`config.mk`:
```
export PLATFORM = sky130hd
export DESIGN_NAME = pll_lock_sequencer
export DESIGN_NICKNAME = d
export VERILOG_FILES = /design/src/rtl/pll_lock_sequencer.sv
export SDC_FILE = /design/constraint.sdc
export NUM_CORES = 1
export LEC_CHECK = 0
export CAP_MARGIN = 0
export CORE_MARGIN = 2
export CORE_UTILIZATION = 50
export CTS_BUF_LIST = sky130_fd_sc_hd__clkbuf_8
export CTS_CLUSTER_DIAMETER = 50
export CTS_CLUSTER_SIZE = 10
export DETAILED_ROUTE_END_ITERATION = 10
export GPL_TIMING_DRIVEN = 0
export PLACE_DENSITY = 0.8
export RECOVER_POWER = 100
export SLEW_MARGIN = 5
export SYNTH_ARGS = -nofsm -noshare
export SYNTH_HDL_FRONTEND = slang
export SYNTH_SLANG_ARGS = --single-unit
export TNS_END_PERCENT = 10
```
`constraint.sdc`:
```
create_clock -name clk_12MHz -period 6.8 [get_ports clk_12MHz]
set_input_delay 1.7 -clock clk_12MHz [delete_from_list [all_inputs] [get_ports clk_12MHz]]
set_output_delay 1.7 -clock clk_12MHz [all_outputs]
set_load 0.03 [all_outputs]
```
`src/rtl/pll_lock_sequencer.sv`:
```
// Brings up the 25 MHz pixel PLL from the 12 MHz reference: pulses RESETB, debounces LOCK,
// then releases core and video resets in order; retries on timeout, re-sequences on lock loss.
module pll_lock_sequencer #(
  parameter int PLL_RESET_CYCLES    = 16,
  parameter int LOCK_TIMEOUT_CYCLES = 120000,
  parameter int LOCK_STABLE_CYCLES  = 1024,
  parameter int VIDEO_DELAY_CYCLES  = 64,
  parameter int MAX_RETRIES         = 7
) (
  input  logic       clk_12MHz,
  input  logic       rst_n,
  input  logic       pll_lock,
  output logic       pll_resetb,
  output logic       core_rst_n,
  output logic       video_rst_n,
  output logic       ready,
  output logic       fault,
  output logic [3:0] retry_count,
  output logic [3:0] lost_count
);

  localparam int M0 = (PLL_RESET_CYCLES > LOCK_TIMEOUT_CYCLES) ? PLL_RESET_CYCLES : LOCK_TIMEOUT_CYCLES;
  localparam int M1 = (M0 > LOCK_STABLE_CYCLES) ? M0 : LOCK_STABLE_CYCLES;
  localparam int MAXP = (M1 > VIDEO_DELAY_CYCLES) ? M1 : VIDEO_DELAY_CYCLES;
  localparam int CNT_W = (MAXP > 1) ? $clog2(MAXP) : 1;

  typedef enum logic [2:0] {
    PLL_RST   = 3'd0,
    WAIT_LOCK = 3'd1,
    STABLE    = 3'd2,
    RUN_CORE  = 3'd3,
    RUN_ALL   = 3'd4,
    FAULT     = 3'd5
  } state_e;

  state_e             st_q, st_d;
  logic [CNT_W-1:0]   cnt_q, cnt_d;
  logic [3:0]         retry_q, retry_d;
  logic [3:0]         lost_q, lost_d;
  logic [1:0]         sync_q, sync_d;
  logic               pll_resetb_q, pll_resetb_d;
  logic               core_rst_n_q, core_rst_n_d;
  logic               video_rst_n_q, video_rst_n_d;
  logic               ready_q, ready_d;
  logic               fault_q, fault_d;
  logic               lock_s;

  // pll_lock is asynchronous to clk_12MHz; only the second stage is ever used
  assign lock_s = sync_q[1];

  always_comb begin
    sync_d  = {sync_q[0], pll_lock};
    st_d    = st_q;
    cnt_d   = cnt_q + 1'b1;
    retry_d = retry_q;
    lost_d  = lost_q;
    case (st_q)
      PLL_RST:
        if (cnt_q == CNT_W'(PLL_RESET_CYCLES - 1)) st_d = WAIT_LOCK;
      WAIT_LOCK:
        if (lock_s) st_d = STABLE;
        else if (cnt_q == CNT_W'(LOCK_TIMEOUT_CYCLES - 1)) begin
          retry_d = (retry_q == 4'hf) ? retry_q : retry_q + 4'd1;
          st_d    = (retry_d == 4'(MAX_RETRIES)) ? FAULT : PLL_RST;
        end
      STABLE:
        if (!lock_s) st_d = WAIT_LOCK;
        else if (cnt_q == CNT_W'(LOCK_STABLE_CYCLES - 1)) st_d = RUN_CORE;
      RUN_CORE, RUN_ALL:
        // loss takes priority over the video-release threshold
        if (!lock_s) begin
          lost_d = (lost_q == 4'hf) ? lost_q : lost_q + 4'd1;
          st_d   = PLL_RST;
        end else if (st_q == RUN_CORE && cnt_q == CNT_W'(VIDEO_DELAY_CYCLES - 1)) begin
          st_d = RUN_ALL;
        end
      FAULT:   st_d = FAULT;
      default: st_d = PLL_RST;
    endcase

    if (st_d != st_q) cnt_d = '0;
    else if (st_q == RUN_ALL || st_q == FAULT) cnt_d = cnt_q;

    // outputs are a function of the state being entered, so they change on the transition edge
    pll_resetb_d  = (st_d == WAIT_LOCK) || (st_d == STABLE) || (st_d == RUN_CORE) || (st_d == RUN_ALL);
    core_rst_n_d  = (st_d == RUN_CORE) || (st_d == RUN_ALL);
    video_rst_n_d = (st_d == RUN_ALL);
    ready_d       = (st_d == RUN_ALL);
    fault_d       = (st_d == FAULT);
  end

  always_ff @(posedge clk_12MHz or negedge rst_n) begin
    if (!rst_n) begin
      st_q          <= PLL_RST;
      cnt_q         <= '0;
      retry_q       <= '0;
      lost_q        <= '0;
      sync_q        <= '0;
      pll_resetb_q  <= 1'b0;
      core_rst_n_q  <= 1'b0;
      video_rst_n_q <= 1'b0;
      ready_q       <= 1'b0;
      fault_q       <= 1'b0;
    end else begin
      st_q          <= st_d;
      cnt_q         <= cnt_d;
      retry_q       <= retry_d;
      lost_q        <= lost_d;
      sync_q        <= sync_d;
      pll_resetb_q  <= pll_resetb_d;
      core_rst_n_q  <= core_rst_n_d;
      video_rst_n_q <= video_rst_n_d;
      ready_q       <= ready_d;
      fault_q       <= fault_d;
    end
  end

  assign pll_resetb  = pll_resetb_q;
  assign core_rst_n  = core_rst_n_q;
  assign video_rst_n = video_rst_n_q;
  assign ready       = ready_q;
  assign fault       = fault_q;
  assign retry_count = retry_q;
  assign lost_count  = lost_q;

endmodule

```
==> flow_metrics.rpt, run 1 <==
FLOW METRICS REPORT
----------------------------------------------------
[Outcome]
  Outcome ........................ complete, but fails checks
  Failing checks ........................ max-capacitance violations, max-slew violations

[Synth]
  Total of warnings raised by yosys ........................ 0
  Flop and latch count out of synthesis ........................ 34
  Cell types with the highest counts after synthesis ........................ 34 x dfrtp_1, 29 x nor2_1, 18 x nand2_1
  Number of nets produced by synthesis ........................ about 190
  Post-synth seq share ........................ 47.22%
  Fraction of post-synthesis cell area in the top cell type by area ........................ a little under half
  Area contributors post-synth ........................ dfrtp_1 47%, nor2_1 6.0%, xor2_1 5.3%, xnor2_1 4.9%, nand2_1 3.8%
  Ys async rst share ........................ 100.0%

[Clocking]
  Deepest clock path buffer count ........................ 2
  Deepest level of the CTS H-tree ........................ 2
  Clock tree from TritonCTS ........................ built
  CTS root buf ........................ clkbuf_8

[Pwr]
  Cell Int Power ........................ 0.3876 mW
  Power density over cell area ........................ 272.1 nW/µm²
  Power in sequential cells ........................ 0.253 mW
  Combinational fraction of design power ........................ 24.4%
  Sw Ratio ........................ 31.46%

[Placed design]
  Placed insts ........................ about 250
  Placer congestion estimate ........................ about 0.86

[Global routing]
  Met3 Resource Use GR ........................ 4.049%
  Met2 Track Usage GR ........................ between 30 and 40%
  Total routing usage reported by global routing ........................ 18.90%
  Peak-usage layer in the global routing report ........................ met2
  First-pass GRT wire length ........................ 6.044 mm

[Die]
  DIE HEIGHT ........................ 64.03 µm
  Standard cell core area ........................ 3390 µm²
  Number of placed I/O pins ........................ 16

[Routing]
  Metal1 wirelength ........................ approximately 1.6 mm
  Highest metal layer used by the detailed router ........................ met4
  Detail Route met2 WL ........................ 1.611 mm
  Aggregate routed wire length ........................ 3.397 mm

[Worst setup path]
  Delay of the slowest cell on the worst path ........................ 0.59 ns
  CP Max Fanout ........................ 10
  End point of the critical path ........................ cnt_q[6]$_DFFE_PN0P_
  Worst Path Class, Setup ........................ flip-flop to flip-flop
  Launching element type of the critical path ........................ flip-flop
  Req. time, crit path ........................ 6.96 ns

[Flow run]
  Number of warning messages in the logs ........................ 26
  Max_cap viols ........................ 1

[Finish]
  Buffers outside the clock class ........................ 20
  Most flops, register ........................ cnt_q
  Fraction of standard cell area in multi-input logic ........................ 41.66%
  Final Instance Area ........................ just over 2000 µm²
  Total of fill cells in the finished design ........................ 295
  Post-layout utilization of the core ........................ 61.31%
  Number of multi-input combinational cells in the layout ........................ about 140
  Fraction of area in clock buffers and inverters ........................ under 10%

[Worst hold path]
  Min-delay worst type ........................ flip-flop to flip-flop
  Sink of the worst hold path ........................ sync_q[1]$_DFF_PN0_
  Min-Delay Startpoint ........................ sync_q[0]$_DFF_PN0_

[Timing]
  Number of max-slew violations in the final report ........................ 35
  Final period demand of the worst path ........................ between 3 and 4 ns
  Unrepaired setup endpoints after global routing ........................ false

----------------------------------------------------
**Run 1: a small window of the routed layout**

Window x 12 to 52, y 12 to 52 µm. Cells in gray, sequential cells in the stronger gray; small squares are vias.
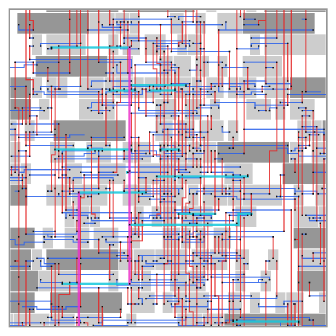
legend:
  magenta:
    layer: metal 4
  blue:
    layer: metal 1
  red:
    layer: metal 2
  cyan:
    layer: metal 3
sequential cells in the window: 10
most frequent: nor2_1 (23), nand2_1 (18), dfrtp_1 (10)
netlist names of flops here include: `cnt_q` (7)
cells with their middle in the window: 138

**Run 1: clock distribution**

Bar = 20 µm.
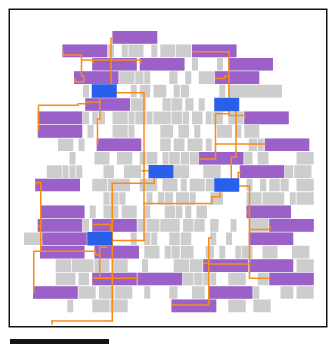
legend:
  purple:
    item: flip-flops
    count: 34
  blue:
    item: clock drivers
    count: 5
  orange:
    item: clock wires
    length: 407 µm
flops lie: spread over the die

**Run 1: M3 wires**

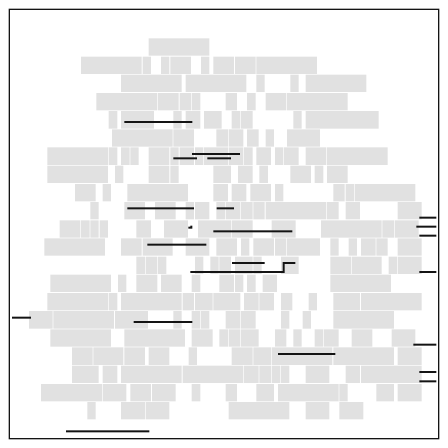
longest straight run: 13.8 µm
wire length on this layer: 125 µm

==> run 2: changes to the inputs <==
- clock period: 6.8 -> 3.41 ns (I/O delays scaled with it)
**Run 2: M3 wires**

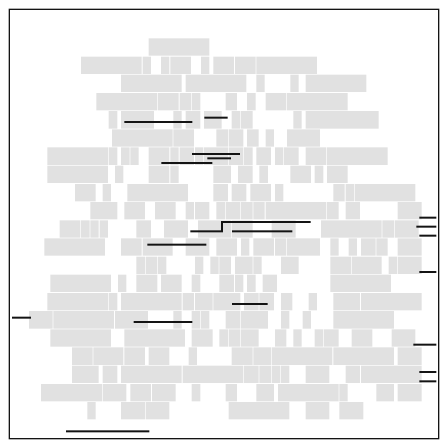
main direction: horizontal
nets with wire on the layer: 15

==> flow_metrics.rpt, run 2 <==
FLOW METRICS REPORT
----------------------------------------------------
[Outcome]
  Outcome ........................ complete, but fails checks (unchanged)
  Failing checks ........................ max-capacitance violations, max-slew violations (unchanged)

[Clocking]
  Deepest level of the CTS H-tree ........................ 2 (unchanged)
  Hold buffers post-CTS ........................ 0 (unchanged)
  CTS root buf ........................ clkbuf_8 (unchanged)
  Deepest clock path buffer count ........................ 2 (unchanged)
  Clock tree from TritonCTS ........................ built (unchanged)

[Global routing]
  Met2 Track Usage GR ........................ 30.73% (unchanged)
  Met3 Resource Use GR ........................ 4.049% (unchanged)
  Peak-usage layer in the global routing report ........................ met2 (unchanged)
  Met1 track demand over resource ........................ 24.02% (unchanged)
  First-pass GRT wire length ........................ 6.044 mm (unchanged)
  Total routing usage reported by global routing ........................ 18.90% (unchanged)

[Pwr]
  Cell Int Power ........................ 0.7904 mW (was 0.3876 mW)
  Combinational fraction of design power ........................ 25.8% (was 24.4%)
  Clock group power ........................ 0.347 mW (was 0.175 mW)
  Combinational power ........................ 0.295 mW (was 0.138 mW)
  Power density over cell area ........................ 548.2 nW/µm² (was 272.1 nW/µm²)
  Sw Ratio ........................ 31.04% (was 31.46%)

[Routing]
  Highest metal layer used by the detailed router ........................ met4 (unchanged)
  Aggregate routed wire length ........................ 3.411 mm (was 3.397 mm)
  DR WL/cell ........................ 13.38 µm (was 13.32 µm)
  Metal1 wirelength ........................ 1.639 mm (was 1.602 mm)
  Detail Route met2 WL ........................ 1.601 mm (was 1.611 mm)

[Worst setup path]
  Worst path bufs/invs ........................ 1 (unchanged)
  Data arrival time of the worst path ........................ 3.14 ns (was 3.44 ns)
  Launching element type of the critical path ........................ flip-flop (unchanged)
  End point of the critical path ........................ cnt_q[6]$_DFFE_PN0P_ (unchanged)
  Worst Path Class, Setup ........................ flip-flop to flip-flop (unchanged)
  Req. time, crit path ........................ 3.58 ns (was 6.96 ns)
  Delay of the slowest cell on the worst path ........................ 0.59 ns (about the same)

[Die]
  DIE HEIGHT ........................ 64.03 µm (unchanged)
  Number of placed I/O pins ........................ 16 (unchanged)
  Std cell rows ........................ 21 (unchanged)
  Die area ........................ 4100 µm² (unchanged)
  Standard cell core area ........................ 3390 µm² (unchanged)

[Timing]
  Final setup TNS ........................ 0 ns (unchanged)
  Number of max-slew violations in the final report ........................ 35 (unchanged)
  Unrepaired setup endpoints after global routing ........................ false (unchanged)
  Final period demand of the worst path ........................ 2.966 ns (was 3.279 ns)

[Synth]
  Flop and latch count out of synthesis ........................ 34 (unchanged)
  Number of nets produced by synthesis ........................ 192 (unchanged)
  Xor/xnor share of the synthesized area ........................ 10.21% (unchanged)
  Area contributors post-synth ........................ dfrtp_1 47%, nor2_1 6.0%, xor2_1 5.3%, xnor2_1 4.9%, nand2_1 3.8% (unchanged)
  Total of warnings raised by yosys ........................ 0 (unchanged)
  Fraction of post-synthesis cell area in the top cell type by area ........................ 47.22% (unchanged)
  Portion of netlist area occupied by mux cells ........................ 1.250% (unchanged)
  Ys async rst share ........................ 100.0% (unchanged)
  Post-synth seq share ........................ 47.22% (unchanged)
  Cell types with the highest counts after synthesis ........................ 34 x dfrtp_1, 29 x nor2_1, 18 x nand2_1 (unchanged)
  Post-synthesis instance area ........................ 1802 µm² (unchanged)

[Finish]
  Post-layout utilization of the core ........................ 61.68% (was 61.31%)
  Number of multi-input combinational cells in the layout ........................ 139 (unchanged)
  Fraction of area in clock buffers and inverters ........................ 5.087% (was 5.117%)
  Buffers outside the clock class ........................ 20 (unchanged)
  Total of fill cells in the finished design ........................ 295 (unchanged)
  Fraction of standard cell area in multi-input logic ........................ 41.65% (was 41.66%)

[Worst hold path]
  Sink of the worst hold path ........................ sync_q[1]$_DFF_PN0_ (unchanged)
  Min-delay worst type ........................ flip-flop to flip-flop (unchanged)
  Min-Delay Startpoint ........................ sync_q[0]$_DFF_PN0_ (unchanged)

[Placed design]
  Placer congestion estimate ........................ 0.8563 (unchanged)
  Placed insts ........................ 247 (unchanged)

[Flow run]
  Number of warning messages in the logs ........................ 26 (unchanged)
  Max_cap viols ........................ 1 (unchanged)

----------------------------------------------------
No activity file was given, so power comes from the tool's default toggle rates.
